Fig. 1: run 1, cell classes on the final placement
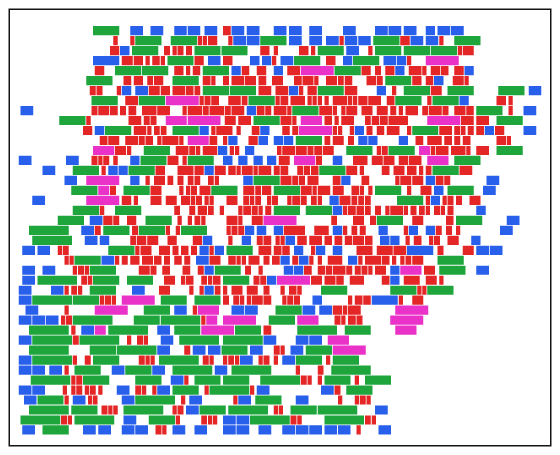
Fig. 2: run 1, cells by drive strength
The bar under the picture is 50 µm long.
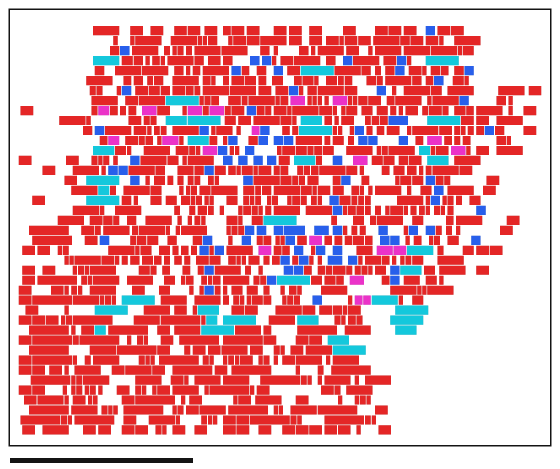
Fig. 3: run 1, sequential cells grouped by signal name
The bar under the picture is 50 µm long. Other sequential cells in the stronger gray, the rest of the logic in the fainter gray.
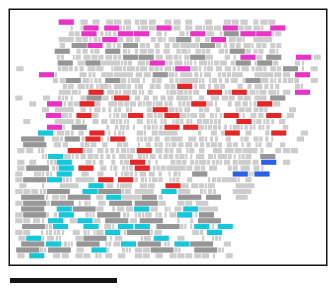
**config.mk**
```make
export PLATFORM = sky130hd
export DESIGN_NAME = instr_fetch_buffer
export DESIGN_NICKNAME = d
export VERILOG_FILES = /design/src/rtl/instr_fetch_buffer.sv
export SDC_FILE = /design/constraint.sdc
export NUM_CORES = 1
export LEC_CHECK = 0
export CAP_MARGIN = 40
export CORE_ASPECT_RATIO = 0.8
export CORE_MARGIN = 2
export CORE_UTILIZATION = 44
export CTS_BUF_LIST = sky130_fd_sc_hd__clkbuf_16
export CTS_CLUSTER_SIZE = 12
export DETAILED_ROUTE_END_ITERATION = 8
export MAX_ROUTING_LAYER = met4
export PLACE_DENSITY = 0.82
export SLEW_MARGIN = 20
export SYNTH_ARGS = -nofsm -noshare
export SYNTH_HDL_FRONTEND = slang
export SYNTH_SLANG_ARGS = --single-unit
```
**constraint.sdc**
```tcl
create_clock -name clk -period 3.7 [get_ports clk]
set_clock_uncertainty 0.15 [all_clocks]
set_input_delay 0.37 -clock clk [delete_from_list [all_inputs] [get_ports clk]]
set_output_delay 0.37 -clock clk [all_outputs]
set_load 0.01 [all_outputs]
```
**src/rtl/instr_fetch_buffer.sv**
```systemverilog
// Instruction prefetch buffer between the core fetch stage and the memoryController instruction port.
// Define FETCH_PREFETCH_EN for sequential fetch-ahead into a DEPTH-entry queue; otherwise one word per miss.
module instr_fetch_buffer #(
  parameter int DEPTH = 4
) (
  input  logic        clk,
  input  logic        rst,
  input  logic        cpu_enable,
  input  logic [31:0] cpu_addr,
  output logic        cpu_valid,
  output logic [31:0] cpu_instr,
  input  logic        flush,
  output logic        mem_enable,
  output logic [24:0] mem_addr,
  input  logic        mem_valid,
  input  logic [31:0] mem_result
);

`ifdef FETCH_PREFETCH_EN
  localparam int QD = DEPTH;
  localparam bit PREFETCH = 1'b1;
`else
  localparam int QD = 1;
  localparam bit PREFETCH = 1'b0;
`endif

  localparam int CW = $clog2(DEPTH) + 1;
  localparam int PW = (QD > 1) ? $clog2(QD) : 1;

  typedef enum logic {
    IDLE,
    REQ
  } mem_state_t;

  mem_state_t  state;
  logic        stream_ok;
  logic        inflight;
  logic        discard;
  logic [31:0] head_addr;
  logic [31:0] fetch_addr;
  logic [CW-1:0] count;
  logic [PW-1:0] rd_ptr;
  logic [PW-1:0] wr_ptr;
  logic [31:0] queue [2**PW];

  logic        cpu_req;
  logic        head_match;
  logic        hit;
  logic        pending;
  logic        miss;
  logic        take_miss;
  logic        mem_done;
  logic        push;
  logic        pop;
  logic        issue;
  logic        stream_ok_nx;
  logic [CW-1:0] count_nx;
  logic [31:0] aligned_addr;
  logic [31:0] fetch_addr_base;
  logic        unused_addr_bits;

  assign unused_addr_bits = ^cpu_addr[1:0];

  function automatic logic [PW-1:0] ptr_inc(input logic [PW-1:0] p);
    return (p == PW'(QD - 1)) ? '0 : p + PW'(1);
  endfunction

  // The core's enable lags by a cycle, so it is ignored while cpu_valid is high.
  assign cpu_req      = cpu_enable && !cpu_valid;
  assign aligned_addr = {cpu_addr[31:2], 2'b00};
  assign head_match   = (cpu_addr[31:2] == head_addr[31:2]);
  assign hit          = cpu_req && stream_ok && head_match && (count != '0);
  assign pending      = cpu_req && stream_ok && head_match && (count == '0) && inflight;
  assign miss         = cpu_req && !hit && !pending;
  assign take_miss    = miss && !flush;
  assign pop          = hit && !flush;
  assign mem_done     = (state == REQ) && mem_valid;
  assign push         = mem_done && !discard && !flush && !miss;

  // Issue decisions look at the post-update stream so a miss reaches memory on the next cycle.
  always_comb begin
    stream_ok_nx = stream_ok;
    if (flush) begin
      stream_ok_nx = 1'b0;
    end else if (take_miss) begin
      stream_ok_nx = 1'b1;
    end else if (pop && !PREFETCH) begin
      stream_ok_nx = 1'b0;
    end
  end

  always_comb begin
    count_nx = count;
    if (flush || take_miss) begin
      count_nx = '0;
    end else if (push && !pop) begin
      count_nx = count + CW'(1);
    end else if (pop && !push) begin
      count_nx = count - CW'(1);
    end
  end

  assign fetch_addr_base = take_miss ? aligned_addr : fetch_addr;
  assign issue = (state == IDLE) && stream_ok_nx && (count_nx < CW'(QD));

  always_ff @(posedge clk) begin
    if (rst) begin
      state      <= IDLE;
      stream_ok  <= 1'b0;
      inflight   <= 1'b0;
      discard    <= 1'b0;
      head_addr  <= '0;
      fetch_addr <= '0;
      count      <= '0;
      rd_ptr     <= '0;
      wr_ptr     <= '0;
      cpu_valid  <= 1'b0;
      cpu_instr  <= '0;
      mem_enable <= 1'b0;
      mem_addr   <= '0;
    end else begin
      stream_ok <= stream_ok_nx;
      count     <= count_nx;
      cpu_valid <= pop;

      if (pop) begin
        cpu_instr <= queue[rd_ptr];
      end

      if (flush || take_miss) begin
        rd_ptr <= '0;
        wr_ptr <= '0;
      end else begin
        if (push) begin
          queue[wr_ptr] <= mem_result;
          wr_ptr        <= ptr_inc(wr_ptr);
        end
        if (pop) begin
          rd_ptr <= ptr_inc(rd_ptr);
        end
      end

      if (take_miss) begin
        head_addr <= aligned_addr;
      end else if (pop) begin
        head_addr <= head_addr + 32'd4;
      end

      // A word already returning this cycle is dropped directly, so it needs no discard mark.
      if (flush || take_miss) begin
        discard <= inflight && !mem_done;
      end else if (mem_done) begin
        discard <= 1'b0;
      end

      fetch_addr <= issue ? fetch_addr_base + 32'd4 : fetch_addr_base;

      case (state)
        IDLE: begin
          if (issue) begin
            state      <= REQ;
            mem_enable <= 1'b1;
            mem_addr   <= fetch_addr_base[24:0];
            inflight   <= 1'b1;
          end
        end
        REQ: begin
          if (mem_valid) begin
            state      <= IDLE;
            mem_enable <= 1'b0;
            inflight   <= 1'b0;
          end
        end
        default: begin
          state      <= IDLE;
          mem_enable <= 1'b0;
          inflight   <= 1'b0;
        end
      endcase
    end
  end

endmodule

```
==> run_results.csv, run 1 <==
group,metric,value,unit
sta,rsz0062_at_grt,"false",
placed_design,placed_cells,1177,
drt,viasPerCell,5.66,
placed_design,routabilityCongestion,0.991,
logic_synthesis,synth-edff-count,32,
drt,wire_per_inst,17.3,µm
logic_synthesis,synth_warnings,0,
sta,fin_crit,3.45,ns
sta,setup_viol,0,
sta,fmax,290,MHz
drt,dr.pass1.iters,7,
critical_path,cp.arrival,3.67,ns
grt,grt_pass1_wl,33.5,mm
run_status,status,"complete, no violations",
cts,clockRootBuffer,"clkbuf_16",
pwr,leakagePower,3.61,nW
logic_synthesis,ys_cells,810,
cts,cts_resized,0,
cts,numCtsBuffers,17,
hold_path,worstHoldStart,"rst",
sta,max_slew.worst_pin.slew,0.591,ns
logic_synthesis,synth_area,7210,µm²
sta,worst_slack,0.254,ns
cts,clk_latency,0.43,ns
drt,drtIter0Drc,861,
critical_path,reg2reg_slack,0.28,ns
cts,cts_setup_buffers,0,
drt,drc,0,
logic_synthesis,ys_async_sr_fraction,0,
critical_path,rr_worst_depth,12,
grt,grt-ovfl-total,0,
critical_path,start_kind,"input port",
critical_path,worst-path-max-fanout,6,
final_layout,synthToLayoutAreaGrowth,35.0,%
drt,ant_nets,0,
job,drv_cap,0,
floorplanning,io_pins,128,
drt,drt_wl_total,20.9,mm
final_layout,nets,1055,
final_layout,diodes,0,
cts,cts_tree,"built",
placed_design,placed_area,9100,µm²
logic_synthesis,ff_type,"dfxtp_1",
Back to the opening pictures, Fig. 1:
Red is remaining logic cells, cells 605, share of their area 38%. Blue is remaining buffers and delay cells, cells 205, share of their area 20%. Green is sequential cells, cells 152, share of their area 36%. Magenta is clock drivers and dummy loads, cells 32, share of their area 6.8%.
FP Rows: 41
total core area: 15900 µm²
sequential share of cell area: 0.345
design area: 9740 µm²

Back to the opening pictures, Fig. 2:
Blue is x3 and x4, cells 82, share 8.2%. Magenta is x2, cells 20, share 2.0%. Red is x1 and smaller, cells 857, share 86%. Cyan is x6 and larger, cells 35, share 3.5%.

Back to the opening pictures, Fig. 3:
Cyan is cpu_instr, placed flops 32. Magenta is mem_addr, placed flops 25. Blue is count, placed flops 3. Red is head_addr, placed flops 30.
Another 62 sequential cells are not colored.

run 1: where the power goes:
| group | switching [mW] | internal (mW) |
|---|---|---|
| sequential | 0.0464 | 1.74 |
| combinational | 0.240 | 0.251 |
| clock | 0.874 | 0.938 |
| total | 1.16 | 2.93 |
run 1: area by class of cell:
cell class | count | area (µm²)
Clock buffer | 17 | 425
Tap cell | 215 | 269
Timing Repair Buffer | 205 | 1890
Inverter | 11 | 41.3
Multi-Input combinational cell | 594 | 3540
Sequential cell | 152 | 3360
Fill cell | 1319 | 6160
Clock inverter | 15 | 214
run 1: per-layer routing:
metal	GRT usage	up-vias	share of wire
met5	-	-	0
met4	0.0811	0	0.019
met3	0.0548	40	0.076
met2	0.374	316	0.47
met1	0.328	3244	0.44
li1	-	3246	-
run 1: how the worst max path moves through the flow:
stage / to
after detailed placement: fetch_addr[16]
after floorplan: fetch_addr[18]
after global routing: fetch_addr[16]
after CTS: fetch_addr[16]
final: fetch_addr[16]
after global placement: fetch_addr[18]
run 1: registers in the layout (all words and copies together), names as in the netlist:
signal and cells:
cpu_instr 32, queue 32, head_addr 30, fetch_addr 25
mem_addr 25, count 3, cpu_valid 1, discard 1
inflight 1, state 1, stream_ok 1
run 1: cells in the final DEF, fill, tap and decap left out, drive strengths merged, types with 3 or more instances in the layout:
cell	n
clkdlybuf4s50	124
dfxtp	120
nand2	119
buf	81
nor2	80
a21oi	66
nand3	36
edfxtp	32
a211oi	26
mux2i	25
nor3	25
o21ai	24
xnor2	23
xor2	22
inv	18
clkbuf	17
and3	14
nand4	13
nor4	12
a31oi	10
mux2	10
a22oi	9
clkinv	8
nor2b	7
or3	6
nand2b	5
nand4b	5
a311oi	5
a41o	5
o31a	5
ha	5
a222oi	4
and2	4
o21a	3
a32oi	3
a21boi	3
a31o	3
run 1: synth_stat cells, types with 14 or more instances:
master / n / area share
edfxtp_1: 32 / 0.13
nand3_1: 36 / 0.025
nand2_1: 119 / 0.062
a21oi_1: 66 / 0.046
nor3_1: 24 / 0.017
o21ai_0: 21 / 0.015
xor2_1: 22 / 0.027
and3_1: 14 / 0.012
a211oi_1: 25 / 0.026
nor2_1: 79 / 0.041
dfxtp_1: 120 / 0.33
mux2i_1: 25 / 0.035
clkbuf_1: 29 / 0.015
xnor2_1: 23 / 0.028
run 1: cells by family (layout without fill, tap and decap cells):
group           after synthesis  after routing  synth area share
buf+inv                      64            248            0.0444
compound gates              175            175             0.160
fa+ha+maj                     5              5           0.00867
simple gates                334            334             0.215
xor+xnor                     45             45            0.0546
flops                       152            152             0.466
mux                          35             35            0.0508
run 1: worst max-delay path, stage by stage:
cell and delay (ns):
clkdlybuf4s50_1 0.46, xor2_1 0.19, nor4_1 0.35, nand3_1 0.17, or3_1 0.40, o21ai_4 0.26, mux2i_1 0.30, inv_1 0.07
ha_1 0.20, buf_4 0.16, and3_1 0.24, a311oi_1 0.34, a41o_1 0.14
Fig. 4: run 1, routed clock nets over the placement
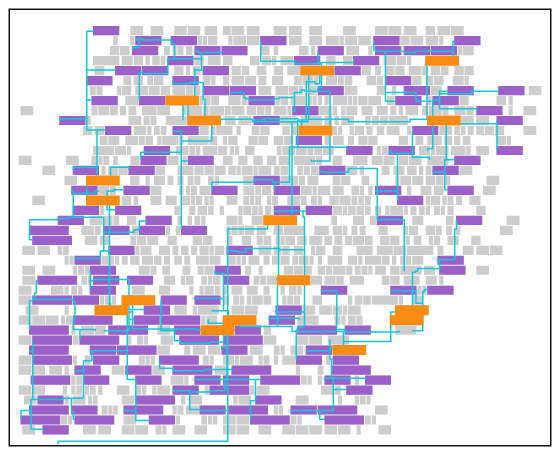

==> run 2, diff against run 1 <==
- REMOVE_ABC_BUFFERS: default -> 1
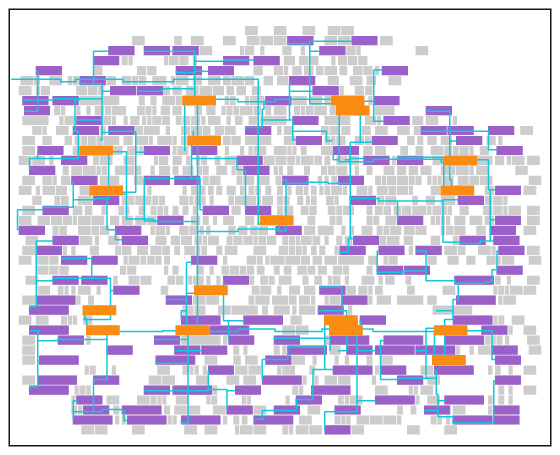
Fig. 5. Routed clock nets over the placement (run 2).
Cyan is clock wires, length 2020 µm. Purple is flip-flops, count 152. Orange is clock-net drivers, count 17.
Position of the flops: widely spread.

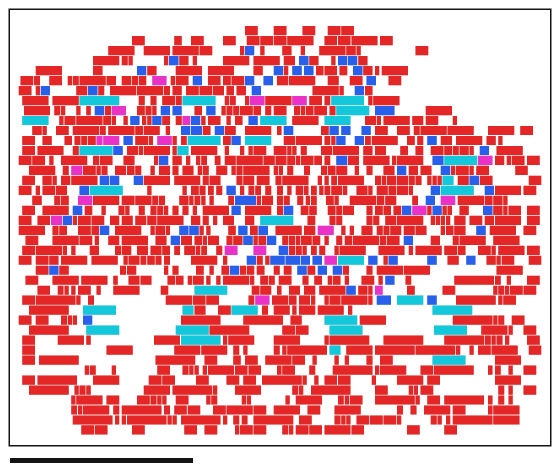
Fig. 6. Cells by drive strength (run 2).
The bar under the picture is 50 µm long.
Magenta is x2, cells 20, share 2.0%. Cyan is x6 and larger, cells 31, share 3.1%. Blue is x3 and x4, cells 93, share 9.3%. Red is x1 and smaller, cells 860, share 86%.
Area Overhead vs Synth: 36.3%
crit path setup slack, layout: 0.191 ns
bufs w/o clock: 215
design area: 9830 µm²

==> run 2 against run 1 <==
  * Synthesized area is the same
  * Final area up 0.94%
  * Flip-flop count is the same
  * Fmax down 1.8%
  * Global-route usage down 0.70 points
  * Clock-buffer cell count unchanged
  * Worst hold slack lost 0.12 ns
  * Via count is 2.0% lower
  * Power is essentially flat
  * Clock power about the same
  * Utilization grew 0.57 points
  * Critical path type unchanged
  * Register-to-register slack worse by 0.05 ns
==> run_results.csv, run 2 <==
group,metric,value,unit
sta,setup_viol,0,
final_layout,nets,1065,
logic_synthesis,ys_cells,810,
floorplanning,rows,41,
floorplanning,io_pins,128,
logic_synthesis,ys_async_sr_fraction,0,
drt,wire_per_inst,16.3,µm
final_layout,layout.cells.most_common,"clkdlybuf4s50_1",
critical_path,start_kind,"input port",
logic_synthesis,synth_area,7210,µm²
drt,drt_wl_total,19.8,mm
placed_design,placed_cells,1187,
grt,grt-ovfl-total,0,
logic_synthesis,top_cell,"dfxtp_1",
drt,drtIter0Drc,614,
logic_synthesis,synth.cells.most_frequent,"120 x dfxtp_1, 119 x nand2_1, 79 x nor2_1",
sta,fin_crit,3.51,ns
logic_synthesis,synth_warnings,0,
critical_path,cp.arrival,3.68,ns
logic_synthesis,top_cell_area_share,0.333,
logic_synthesis,ff_type,"dfxtp_1",
drt,ant_nets,0,
critical_path,rr_worst_depth,10,
run_status,status,"complete, no violations",
cts,numCtsBuffers,17,
critical_path,worst-path-max-fanout,6,
cts,clk_latency,0.43,ns
cts,cts_tree,"built",
job,drv_cap,0,
critical_path,slowest_delay,0.49,ns
cts,cts_setup_buffers,0,
cts,cts_resized,0,
logic_synthesis,yosysTopAreaCell,"dfxtp_1",
sta,rsz0062_at_grt,"false",
critical_path,slowest_stage,"clkdlybuf4s50_1",
placed_design,routabilityCongestion,0.949,
grt,grt_pass1_wl,32.5,mm
final_layout,final_cell_mix,"124 x clkdlybuf4s50_1, 120 x dfxtp_1, 119 x nand2_1",
final_layout,reg_top3,"cpu_instr x32, queue x32, head_addr x30",
critical_path,reg2reg_slack,0.23,ns
pwr,leakagePower,3.66,nW
## run 2: cell counts after synthesis
No cell type changed its count.
## run 2: worst max-delay path by stage
stage,from,endpoint,cells past startpoint
finish,cpu_addr[21],fetch_addr[18],11
global route,head_addr[11],mem_addr[15],13
CTS,cpu_addr[21],fetch_addr[18],11
detailed placement,cpu_addr[21],fetch_addr[18],11
global placement,cpu_addr[21],fetch_addr[18],11
floorplan,cpu_addr[14],head_addr[19],9
## run 2: layout make-up
class,instances,area [µm²]
clock buffer,17,425
inverter,11,41.3
timing repair buffer,215,2010
sequential,152,3360
fill,1345,6070
multi-input combinational,594,3550
clock inverter,15,175
tap,215,269
## run 2: through the flow
stage	setup TNS [ns]	total power, mW	hold slack (ns)
finish	0	4.09	0.138
global route	0	4.25	0.134
CTS	0	4.11	0.127
detailed placement	-2.37	2.33	0.294
global placement	-0.377	2.32	0.287
floorplan	-18.86	2.03	0.285
## run 2: logic make-up after synthesis
family,synth area share
flip-flops,0.466
AND-OR/OR-AND,0.160
adder cells (fa/ha/maj),0.00867
XOR/XNOR,0.0546
multiplexers,0.0508
AND/OR/NAND/NOR,0.215
buffers and inverters,0.0444
## run 2: worst max-delay path: cells and delay by family
family / cells / cell delay (ns)
xor gates and xnor gates: 1 / 0.18
muxes: 2 / 0.52
AOI/OAI and AO/OA: 1 / 0.27
and+or+nand+nor: 5 / 1.65
buffers and inverters: 2 / 0.69
## run 2: routing by layer
layer  vias to the layer above  track usage  share of wire
met1                      3152        0.323           0.44
met3                        19       0.0521          0.088
met2                       277        0.366           0.46
met5                         -            -              0
met4                         0       0.0649         0.0097
li1                       3264            -              -
## run 2: report_power, final
part | internal [mW] | switching (mW) | total (mW) | leakage [nW]
logic | 0.268 | 0.239 | 0.507 | 2.11
registers | 1.75 | 0.0451 | 1.79 | 1.27
clock network | 1.06 | 0.728 | 1.79 | 0.291
total | 3.08 | 1.01 | 4.09 | 3.66
Power figures rest on the tool's default switching activity, not on a simulated workload.
